==> run_1/layers.png <==
Scale bar: 50 um.
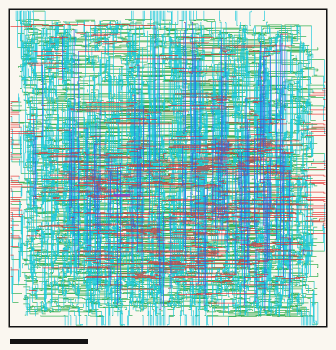
==> run_1/class_map.png <==
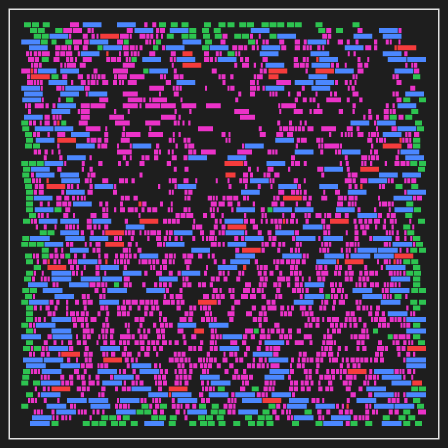
==> run_1/floorplan.png <==
Scale bar: 50 um. Pins as bars on the die edge.
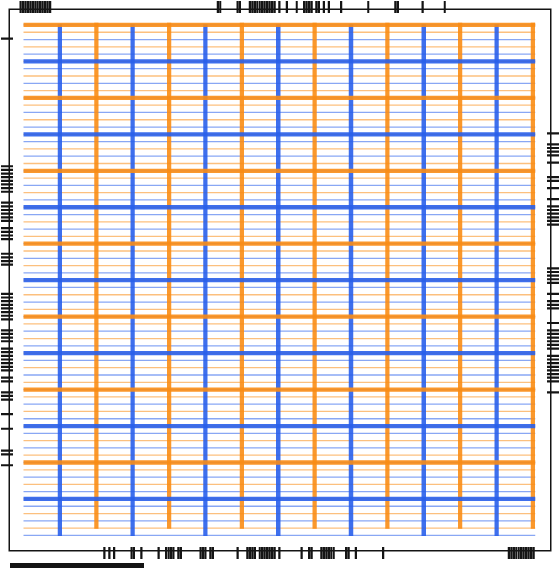
==> run_1/clock_wires.png <==
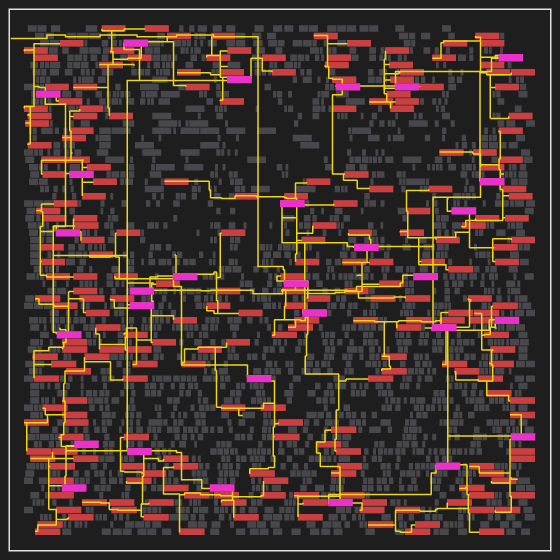
### src/rtl/cc_match_resolver.sv
// Candy board match resolver: repeatedly detects runs of >=3, clears them
// (stripes widen the clear), applies one-row-per-cycle gravity, and reports the score.
module cc_match_resolver #(
  parameter int unsigned MAX_ROUNDS = 16,
  parameter logic [2:0]  EMPTY      = 3'd7
) (
  input  logic         clk,
  input  logic         rst,
  input  logic         in_start,
  input  logic [107:0] in_board,
  input  logic [35:0]  in_stripe_en,
  input  logic [35:0]  in_stripe_dir,
  output logic         busy,
  output logic         out_valid,
  output logic [6:0]   out_score,
  output logic         out_overflow
);

  localparam int RW = $clog2(MAX_ROUNDS + 1);

  typedef enum logic [2:0] {S_IDLE, S_DETECT, S_STRIPE, S_CLEAR, S_GRAVITY, S_DONE} state_e;

  state_e             state_q, state_d;
  logic [35:0][2:0]   board_q, board_d;
  logic [35:0]        sen_q, sen_d, sdir_q, sdir_d, mark_q, mark_d;
  logic [RW-1:0]      round_q, round_d;
  logic [6:0]         score_q, score_d;
  logic               ovf_q, ovf_d, busy_q, busy_d, valid_q, valid_d;

  logic [35:0]        det_mark, stripe_mark;
  logic [35:0][2:0]   grav_board;
  logic [35:0]        grav_en, grav_dir;
  logic               moved;
  logic [5:0]         pop;
  logic [7:0]         score_sum;
  logic [6:0]         score_sat;

  // Every 3-wide window of one colour marks its cells; overlapping windows cover longer runs.
  always_comb begin
    det_mark = '0;
    for (int r = 0; r < 6; r++)
      for (int c = 0; c < 4; c++)
        if (board_q[r*6+c] != EMPTY && board_q[r*6+c] == board_q[r*6+c+1] &&
            board_q[r*6+c] == board_q[r*6+c+2]) begin
          det_mark[r*6+c]   = 1'b1;
          det_mark[r*6+c+1] = 1'b1;
          det_mark[r*6+c+2] = 1'b1;
        end
    for (int r = 0; r < 4; r++)
      for (int c = 0; c < 6; c++)
        if (board_q[r*6+c] != EMPTY && board_q[r*6+c] == board_q[(r+1)*6+c] &&
            board_q[r*6+c] == board_q[(r+2)*6+c]) begin
          det_mark[r*6+c]     = 1'b1;
          det_mark[(r+1)*6+c] = 1'b1;
          det_mark[(r+2)*6+c] = 1'b1;
        end
  end

  // Only marks from detection trigger stripes; cells a stripe adds never chain.
  always_comb begin
    stripe_mark = '0;
    for (int r = 0; r < 6; r++)
      for (int c = 0; c < 6; c++)
        if (mark_q[r*6+c] && sen_q[r*6+c])
          for (int k = 0; k < 6; k++) begin
            if (!sdir_q[r*6+c]) begin
              if (board_q[r*6+k] != EMPTY) stripe_mark[r*6+k] = 1'b1;
            end else begin
              if (board_q[k*6+c] != EMPTY) stripe_mark[k*6+c] = 1'b1;
            end
          end
  end

  // One gravity step, evaluated against the current board only.
  always_comb begin
    grav_board = board_q;
    grav_en    = sen_q;
    grav_dir   = sdir_q;
    moved      = 1'b0;
    for (int r = 0; r < 5; r++)
      for (int c = 0; c < 6; c++)
        if (board_q[r*6+c] != EMPTY && board_q[(r+1)*6+c] == EMPTY) begin
          grav_board[(r+1)*6+c] = board_q[r*6+c];
          grav_en[(r+1)*6+c]    = sen_q[r*6+c];
          grav_dir[(r+1)*6+c]   = sdir_q[r*6+c];
          grav_board[r*6+c]     = EMPTY;
          grav_en[r*6+c]        = 1'b0;
          grav_dir[r*6+c]       = 1'b0;
          moved                 = 1'b1;
        end
  end

  always_comb begin
    pop = '0;
    for (int i = 0; i < 36; i++) pop = pop + 6'(mark_q[i]);
    score_sum = {1'b0, score_q} + {2'b00, pop};
    score_sat = (score_sum > 8'd127) ? 7'd127 : score_sum[6:0];
  end

  always_comb begin
    state_d = state_q;
    board_d = board_q;
    sen_d   = sen_q;
    sdir_d  = sdir_q;
    mark_d  = mark_q;
    round_d = round_q;
    score_d = score_q;
    ovf_d   = ovf_q;
    busy_d  = busy_q;
    valid_d = 1'b0;
    case (state_q)
      S_IDLE: if (in_start) begin
        board_d = in_board;
        sen_d   = in_stripe_en;
        sdir_d  = in_stripe_dir;
        score_d = '0;
        ovf_d   = 1'b0;
        round_d = '0;
        busy_d  = 1'b1;
        state_d = S_DETECT;
      end
      S_DETECT: begin
        mark_d = det_mark;
        if (det_mark == '0 || round_q == RW'(MAX_ROUNDS)) begin
          ovf_d   = (det_mark != '0);
          valid_d = 1'b1;
          busy_d  = 1'b0;
          state_d = S_DONE;
        end else begin
          state_d = S_STRIPE;
        end
      end
      S_STRIPE: begin
        mark_d  = mark_q | stripe_mark;
        state_d = S_CLEAR;
      end
      S_CLEAR: begin
        for (int i = 0; i < 36; i++)
          if (mark_q[i]) begin
            board_d[i] = EMPTY;
            sen_d[i]   = 1'b0;
            sdir_d[i]  = 1'b0;
          end
        score_d = score_sat;
        round_d = round_q + RW'(1);
        state_d = S_GRAVITY;
      end
      S_GRAVITY: begin
        board_d = grav_board;
        sen_d   = grav_en;
        sdir_d  = grav_dir;
        if (!moved) state_d = S_DETECT;
      end
      S_DONE:  state_d = S_IDLE;
      default: state_d = S_IDLE;
    endcase
  end

  always_ff @(posedge clk or posedge rst) begin
    if (rst) begin
      state_q <= S_IDLE;
      board_q <= {36{EMPTY}};
      sen_q   <= '0;
      sdir_q  <= '0;
      mark_q  <= '0;
      round_q <= '0;
      score_q <= '0;
      ovf_q   <= 1'b0;
      busy_q  <= 1'b0;
      valid_q <= 1'b0;
    end else begin
      state_q <= state_d;
      board_q <= board_d;
      sen_q   <= sen_d;
      sdir_q  <= sdir_d;
      mark_q  <= mark_d;
      round_q <= round_d;
      score_q <= score_d;
      ovf_q   <= ovf_d;
      busy_q  <= busy_d;
      valid_q <= valid_d;
    end
  end

  assign busy         = busy_q;
  assign out_valid    = valid_q;
  assign out_score    = score_q;
  assign out_overflow = ovf_q;

endmodule
### config.mk
export PLATFORM = sky130hd
export DESIGN_NAME = cc_match_resolver
export DESIGN_NICKNAME = d
export VERILOG_FILES = /design/src/rtl/cc_match_resolver.sv
export SDC_FILE = /design/constraint.sdc
export NUM_CORES = 1
export LEC_CHECK = 0
export ABC_CLOCK_PERIOD_IN_PS = 9590
export CORE_MARGIN = 5
export CORE_UTILIZATION = 45
export CTS_CLUSTER_SIZE = 10
export DETAILED_ROUTE_END_ITERATION = 8
export PLACE_DENSITY = 0.66
export SLEW_MARGIN = 10
export SYNTH_ARGS = -nofsm -noshare
export SYNTH_HDL_FRONTEND = slang
export SYNTH_SLANG_ARGS = --single-unit
### constraint.sdc
create_clock -name clk -period 9.59 [get_ports clk]
set_clock_uncertainty 0.05 [all_clocks]
set_input_delay 1.918 -clock clk [delete_from_list [all_inputs] [get_ports clk]]
set_output_delay 1.918 -clock clk [all_outputs]
set_load 0.02 [all_outputs]
==> flow_metrics.tcl, run 1 <==
# yosys + openroad results
set metrics [dict create \
    outcome "finished clean" \
    warnings 29 \
    final_antenna_net_count 0 \
    yosys.area.top_type "dfrtp_1" \
    fin_util 0.533 \
    dr.pass1.iters 6 \
    crit_buf_inv 2 \
    hold_viol 0 \
    antenna_found_initial 1 \
    antennaDiodeCount 0 \
    highest_layer "met5" \
    fin_nets 2437 \
    ys_warn_count 0 \
    ys_seq_elements 234 \
    holdCritPathClass "flop to flop" \
    synth-async-reset-ratio 1.00 \
    layout-drive-gt1-share 0.0885 \
    required_ns 9.96 \
    slowest_stage "fa_1" \
    slew_viol_final 0 \
    place_congestion 1.01 \
    endpoint_kind "flop" \
    crit_path_cell_trace "inv_1 > fa_1 > fa_1 > fa_1 > inv_1 > fa_1 > fa_1 > fa_1 > ha_1 > nor2b_1 > o21ai_0 > a21boi_0 > o21ai_0 > a21boi_0 > o21ai_0 > a21o_1 > o211ai_1" \
    cts_root_buffer "clkbuf_16" \
    drt_iter0_drc 2216 \
    cts_tree "done" \
    grt_usage 0.375 \
    holdPathEnd "round_q[4]$_DFFE_PP0P_" \
    start_kind "flop" \
    wl_met1_mm 31.1 \
    die_x_um 201 \
    worstPathMaxFanout 5 \
    grt_pass1_vias 17053 \
    synthesis.nets 2345 \
    worstMarginPinSlew_ns 1.19 \
    dr_total_vias 18156 \
    die_h_um 201 \
    initCoreUtil 0.454 \
    synth_seq_share 0.363 \
    clk_latency_ns 0.58 \
    port_buffers 192 \
    synthCells 2114 \
    syn_area_um2 16500 \
    clkSlewWorstSetupHoldPaths_ns 0.06 \
    cts_buffers 29 \
    setup_violations 0 \
    top_cell_area_share 0.191 \
    synth_area_per_cell_um2 7.80 \
    grt_max_degree 122 \
    cts_resized 0 \
    top_cell "nand2_1" \
    num_io_pins 193 \
    avgRoutedWirePerCell_um 29.1 \
    cap_violations 0 \
    area_leaders "dfrtp_1 19%, dfstp_2 17%, nand2_1 7.1%, o21ai_0 5.9%, o22ai_1 4.2%" \
    grt_pass1_wl_mm 116 \
    rows 70 \
    drt-total-wl_mm 78.3 \
    fmax_ghz 0.175 \
    ys_top_cells_by_count "311 x nand2_1, 193 x o21ai_0, 149 x nor2_1" \
    hold_ws_ns 0.435 \
    ys_types 79 \
    cts.sink_count 234 \
    cts_setup_buffers 0 \
    drc 0 \
    rr_startpoint "mark_q[22]$_DFFE_PP0P_" \
    syn_to_final_growth_pct 17.5 \
    core_um2 36300 \
    hold_buffers 0 \
    dp_hpwl_mm 59.6 \
    overflow 0 \
    finalCriticalPeriod_ns 5.73 \
    maxSlewHeadroom 0.202 \
    die_area_um2 40600 \
    reg2reg_slack_ns 3.86 \
    h-tree-depth 1 \
    cp_common_cell "fa_1" \
    criticalPathCategory "flop to flop" \
    reg2reg_depth 17 \
    yosys_area_um2 16500 \
    route.met3.wl_mm 7.53 \
    setup_tns_ns 0 \
    min_period_over_period 0.597 \
    yosys-stat-cells 2114 \
    edf_count 0 \
    rr_endpoint "out_score[1]$_DFFE_PP0P_" \
    synth_top_flop_cell "dfrtp_1" \
    via_per_inst 6.74 \
    cpPeakStageDelay_ns 0.54 \
    rsz0062_at_grt "false" \
    dp.cells 2643 \
    whs_path_depth 1 \
    dr_wl_met2_mm 34.2 \
    min-delay-start "round_q[4]$_DFFE_PP0P_" \
    cp_top_family "adder cells" \
    fin_cells 2694 \
    cp.arrival_ns 6.10 \
    clockBufferDepth 3 \
]
-- layers.png (at the start) --
blue -> M4  # wire length 5,460 um
green -> M1  # wire length 31.1 mm
purple -> M5  # wire length 9.20 um
red -> M3  # wire length 7,530 um
cyan -> M2  # wire length 34.2 mm

-- class_map.png (at the start) --
red -> clock drivers and dummy loads  # cells 51
green -> remaining buffers and delay cells  # cells 207
blue -> sequential cells  # cells 234
magenta -> remaining logic cells  # cells 1,734

-- floorplan.png (at the start) --
orange -> VDD
blue -> VSS
met5 straps = 14
met1 rails = 71
signal pins = 193

-- clock_wires.png (at the start) --
yellow -> clock wires  # length 3,800 um
magenta -> clock-net drivers  # count 29
red -> flip-flops  # count 234
routed clock nets = 30
flops lie = all over the die

run 1: through the flow:
step | area, um2 | setup slack [ns]
after global placement | 18500 | 4.00
after floorplan | 16500 | 1.38
after CTS | 19400 | 3.93
after detailed placement | 18500 | 3.97
final | 19400 | 3.86
after global routing | 19400 | 3.61
run 1: worst max path at each step:
stage                           start                       end  slack, ns  depth (start not counted)
2_1_floorplan                     rst          busy$_DFFE_PP0P_       1.38                          1
3_3_place_gp   mark_q[22]$_DFFE_PP0P_  out_score[1]$_DFFE_PP0P_       4.00                         17
3_5_place_dp   mark_q[16]$_DFFE_PP0P_  out_score[0]$_DFFE_PP0P_       3.97                         17
4_1_cts        mark_q[22]$_DFFE_PP0P_  out_score[1]$_DFFE_PP0P_       3.93                         17
5_1_grt        mark_q[22]$_DFFE_PP0P_  out_score[1]$_DFFE_PP0P_       3.61                         19
6_report       mark_q[22]$_DFFE_PP0P_  out_score[1]$_DFFE_PP0P_       3.86                         17
run 1: routing by layer:
metal	GRT usage	vias up
li1	-	7963
met1	0.512	8788
met2	0.574	1152
met3	0.0632	251
met4	0.196	2
met5	0	-
run 1: cell families after synthesis:
logic type	Yosys count	synth area share
AOI/OAI and AO/OA	644	0.244
buffers and inverters	209	0.0530
and+or+nand+nor	974	0.287
xor gates and xnor gates	5	0.00266
DFF	234	0.363
adders and majority gates	48	0.0501
run 1: sequential cells by signal, summed over array words and instances, names as in the netlist:
register / flops
board_q: 108
busy: 1
mark_q: 36
out_overflow: 1
out_score: 7
out_valid: 1
round_q: 5
sdir_q: 36
sen_q: 36
state_q: 3
run 1: layout make-up:
type	count	area [um2]
Fill cell	3516	17000
Clock inverter	2	10.0
Tap cell	468	586
Timing Repair Buffer	207	2030
Multi-Input combinational cell	1671	9660
Clock buffer	49	851
Sequential cell	234	5990
Inverter	63	244
run 1: cell usage in the layout, fill, tap and decap left out, types with 30 or more instances in the layout:
| cell | n |
|---|---|
| dfstp_2 | 108 |
| nor3_1 | 102 |
| inv_1 | 62 |
| a31oi_1 | 50 |
| a22oi_1 | 70 |
| nand3_1 | 135 |
| nand2_1 | 310 |
| o21ai_0 | 193 |
| and3_1 | 75 |
| o22ai_1 | 112 |
| a21oi_1 | 84 |
| nor2_1 | 147 |
| clkdlybuf4s50_1 | 192 |
| or3_1 | 54 |
| dfrtp_1 | 126 |
| fa_1 | 30 |
==> inputs of run 2 (changes only) <==
--- a/config.mk
+++ b/config.mk
@@ -5,12 +5,12 @@
 export SDC_FILE = /design/constraint.sdc
 export NUM_CORES = 1
 export LEC_CHECK = 0
-export ABC_CLOCK_PERIOD_IN_PS = 9590
+export ABC_CLOCK_PERIOD_IN_PS = 4700
 export CORE_MARGIN = 5
 export CORE_UTILIZATION = 45
 export CTS_CLUSTER_SIZE = 10
 export DETAILED_ROUTE_END_ITERATION = 8
-export PLACE_DENSITY = 0.66
+export PLACE_DENSITY = 0.69
 export SLEW_MARGIN = 10
 export SYNTH_ARGS = -nofsm -noshare
 export SYNTH_HDL_FRONTEND = slang
==> constraint.sdc (replaced) <==
create_clock -name clk -period 4.7 [get_ports clk]
set_clock_uncertainty 0.05 [all_clocks]
set_input_delay 0.94 -clock clk [delete_from_list [all_inputs] [get_ports clk]]
set_output_delay 0.94 -clock clk [all_outputs]
set_load 0.02 [all_outputs]
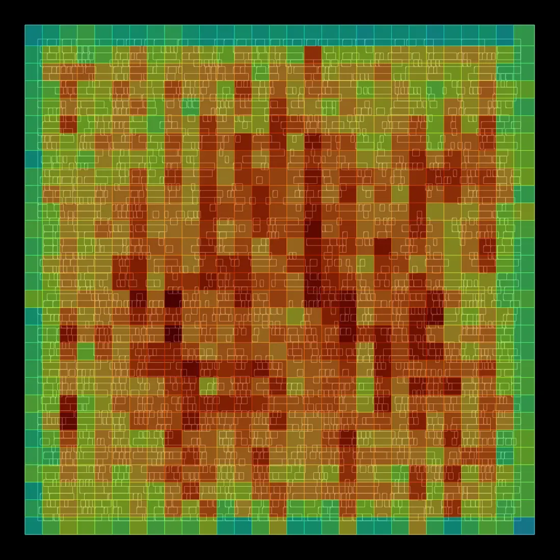
(run_2/congestion_map.png)
global route hottest layer: met2
grt met2 use: 0.587
Core Util, Final: 0.545

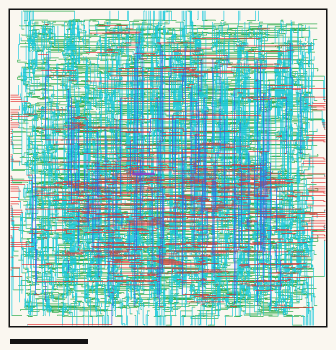
(run_2/layers.png)
Scale bar: 50 um.
red -> M3  # wire length 8,110 um
blue -> M4  # wire length 4,590 um
cyan -> M2  # wire length 35.0 mm
green -> M1  # wire length 31.1 mm
purple -> M5  # wire length 12.9 um

==> run 2 against run 1 <==
Global-route usage about the same. Non-clock buffer count increased by 52. Critical endpoint is now out_score[6]$_DFFE_PP0P_. Via count increased by 0.14%. Design area increased by 2.2%. Area after synthesis unchanged. The flow now finishes with violations (setup timing).
==> flow_metrics.tcl, run 2 <==
# yosys + openroad results
set metrics [dict create \
    dp.cells 2693 \
    grt_pass1_vias 17190 \
    layout-drive-gt1-share 0.114 \
    synth_seq_share 0.363 \
    die_x_um 201 \
    dr.pass1.iters 8 \
    ys_top_cells_by_count "311 x nand2_1, 193 x o21ai_0, 149 x nor2_1" \
    warnings 30 \
    syn_area_um2 16500 \
    top_cell_area_share 0.191 \
    rows 70 \
    grt_usage 0.375 \
    whs_path_depth 1 \
    clk_latency_ns 0.58 \
    via_per_inst 6.63 \
    cts_tree "done" \
    initCoreUtil 0.454 \
    grt_pass1_wl_mm 116 \
    drc 0 \
    maxSlewHeadroom 0.215 \
    postLayoutCellArea_um2 19800 \
    dp_hpwl_mm 61.4 \
    clkSlewWorstSetupHoldPaths_ns 0.06 \
    ys_warn_count 0 \
    drt_iter0_drc 2467 \
    largest_reg_flops 108 \
    rsz0062_at_grt "true" \
    area_leaders "dfrtp_1 19%, dfstp_2 17%, nand2_1 7.1%, o21ai_0 5.9%, o22ai_1 4.2%" \
    setup_slack_ns -0.696 \
    ys_seq_elements 234 \
    antenna_found_initial 1 \
    yosys.area.top_type "dfrtp_1" \
    fin_nets 2489 \
    failed_checks "setup timing" \
    hold_viol 0 \
    lay_top_cells "310 x nand2_1, 192 x clkdlybuf4s50_1, 189 x o21ai_0" \
    yosys_area_um2 16500 \
    cp.arrival_ns 5.80 \
    port_buffers 192 \
    finalCriticalPeriod_ns 5.40 \
    worstPathMaxFanout 2 \
    final_antenna_net_count 0 \
    yosys-stat-cells 2114 \
    num_io_pins 193 \
    h-tree-depth 1 \
    cts_root_buffer "clkbuf_16" \
    cap_violations 0 \
    overflow 0 \
    reg2reg_depth 19 \
    endpoint_kind "flop" \
    min_period_over_period 1.15 \
    setup_violations 7 \
    dr_total_vias 18181 \
    criticalPathCategory "flop to flop" \
    core_um2 36300 \
    synthCells 2114 \
    layout_top_cell "nand2_1" \
    outcome "complete, but fails checks" \
    fmax_ghz 0.185 \
    regMostFlops "board_q" \
    avgRoutedWirePerCell_um 28.7 \
    grt_max_degree 74 \
    place_congestion 1.03 \
    cts.sink_count 234 \
    start_kind "flop" \
    top_cell "nand2_1" \
    required_ns 5.10 \
    drt-total-wl_mm 78.8 \
    synth-async-reset-ratio 1.00 \
    worstMarginPinSlew_ns 1.17 \
    placed_area_um2 18900 \
    synth_area_per_cell_um2 7.80 \
    synthesis.nets 2345 \
    die_h_um 201 \
    hold_buffers 0 \
    cts_buffers 29 \
    fin_cells 2741 \
    slew_viol_final 0 \
    clockBufferDepth 3 \
    synth_top_flop_cell "dfrtp_1" \
    ys_types 79 \
    holdCritPathClass "flop to flop" \
    syn_to_final_growth_pct 20.1 \
    die_area_um2 40600 \
    edf_count 0 \
]
run 2: netlist changes by cell type in the layout (fill, tap and decap cells not counted), sizes merged:
cell and delta:
inv -1, clkbuf -8, diode +2, clkinvlp +2, buf +52
run 2: worst max-delay path, stage by stage, from the launching register on:
cell      delay, ns
dfrtp_1        0.40
fa_1           0.54
inv_1          0.05
fa_1           0.52
inv_2          0.04
fa_1           0.51
inv_1          0.07
fa_2           0.53
fa_2           0.47
fa_1           0.50
fa_2           0.37
fa_2           0.36
nor2b_2        0.12
o21ai_1        0.06
nand2b_1       0.09
a21o_1         0.14
a21oi_2        0.06
xor2_1         0.13
nand3_1        0.09
a22o_1         0.18
run 2: kinds of logic after synthesis:
group,count (synthesis),share of synthesized area
XOR/XNOR,5,0.00266
buffers and inverters,209,0.0530
AND-OR/OR-AND,644,0.244
flip-flops,234,0.363
adder cells (fa/ha/maj),48,0.0501
AND/OR/NAND/NOR,974,0.287
run 2: worst paths after layout:
kind	startpoint	end	slack, ns
worst max-delay path	mark_q[16]$_DFFE_PP0P_	out_score[6]$_DFFE_PP0P_	-0.70
worst min-delay path	round_q[4]$_DFFE_PP0P_	round_q[4]$_DFFE_PP0P_	0.44
worst max register to register	mark_q[16]$_DFFE_PP0P_	out_score[6]$_DFFE_PP0P_	-0.70
worst min register to register	round_q[4]$_DFFE_PP0P_	round_q[4]$_DFFE_PP0P_	0.44
max in group asynchronous	rst	board_q[1]$_DFFE_PP1P_	2.83
min in group asynchronous	rst	board_q[106]$_DFFE_PP1P_	1.27
run 2: per-stage QoR:
stage	setup slack [ns]	hold slack, ns	TNS (ns)
3_5_place_dp	-0.678	0.436	-4.00
3_3_place_gp	-0.631	0.429	-3.47
4_1_cts	-0.686	0.441	-3.79
2_1_floorplan	-0.412	0.401	-1.35
6_report	-0.696	0.437	-3.89
5_1_grt	-0.863	0.463	-5.18
run 2: final cells by class:
type                       instances  area (um2)
antenna                            2        5.00
clock buffer                      41         811
clock inverter                     3        17.5
fill                            3414       16500
inverter                          63         240
multi-input combinational       1671        9670
sequential                       234        5990
tap                              468         586
timing repair buffer             259        2490
run 2: routing by layer:
metal  GRT usage  up-vias  share of wire
li1            -     8067              -
met2       0.587     1138           0.44
met5           0        -        0.00015
met4       0.175        2          0.058
met1       0.503     8760           0.39
met3      0.0753      214           0.10
run 2: timing repair:
item / CTS / global route
pin swaps: 8 / 4
endpoints found under the setup margin: 7 / 7
gates cloned: 0 / 0
buffers inserted: 3 / 1
resized: 4 / 6
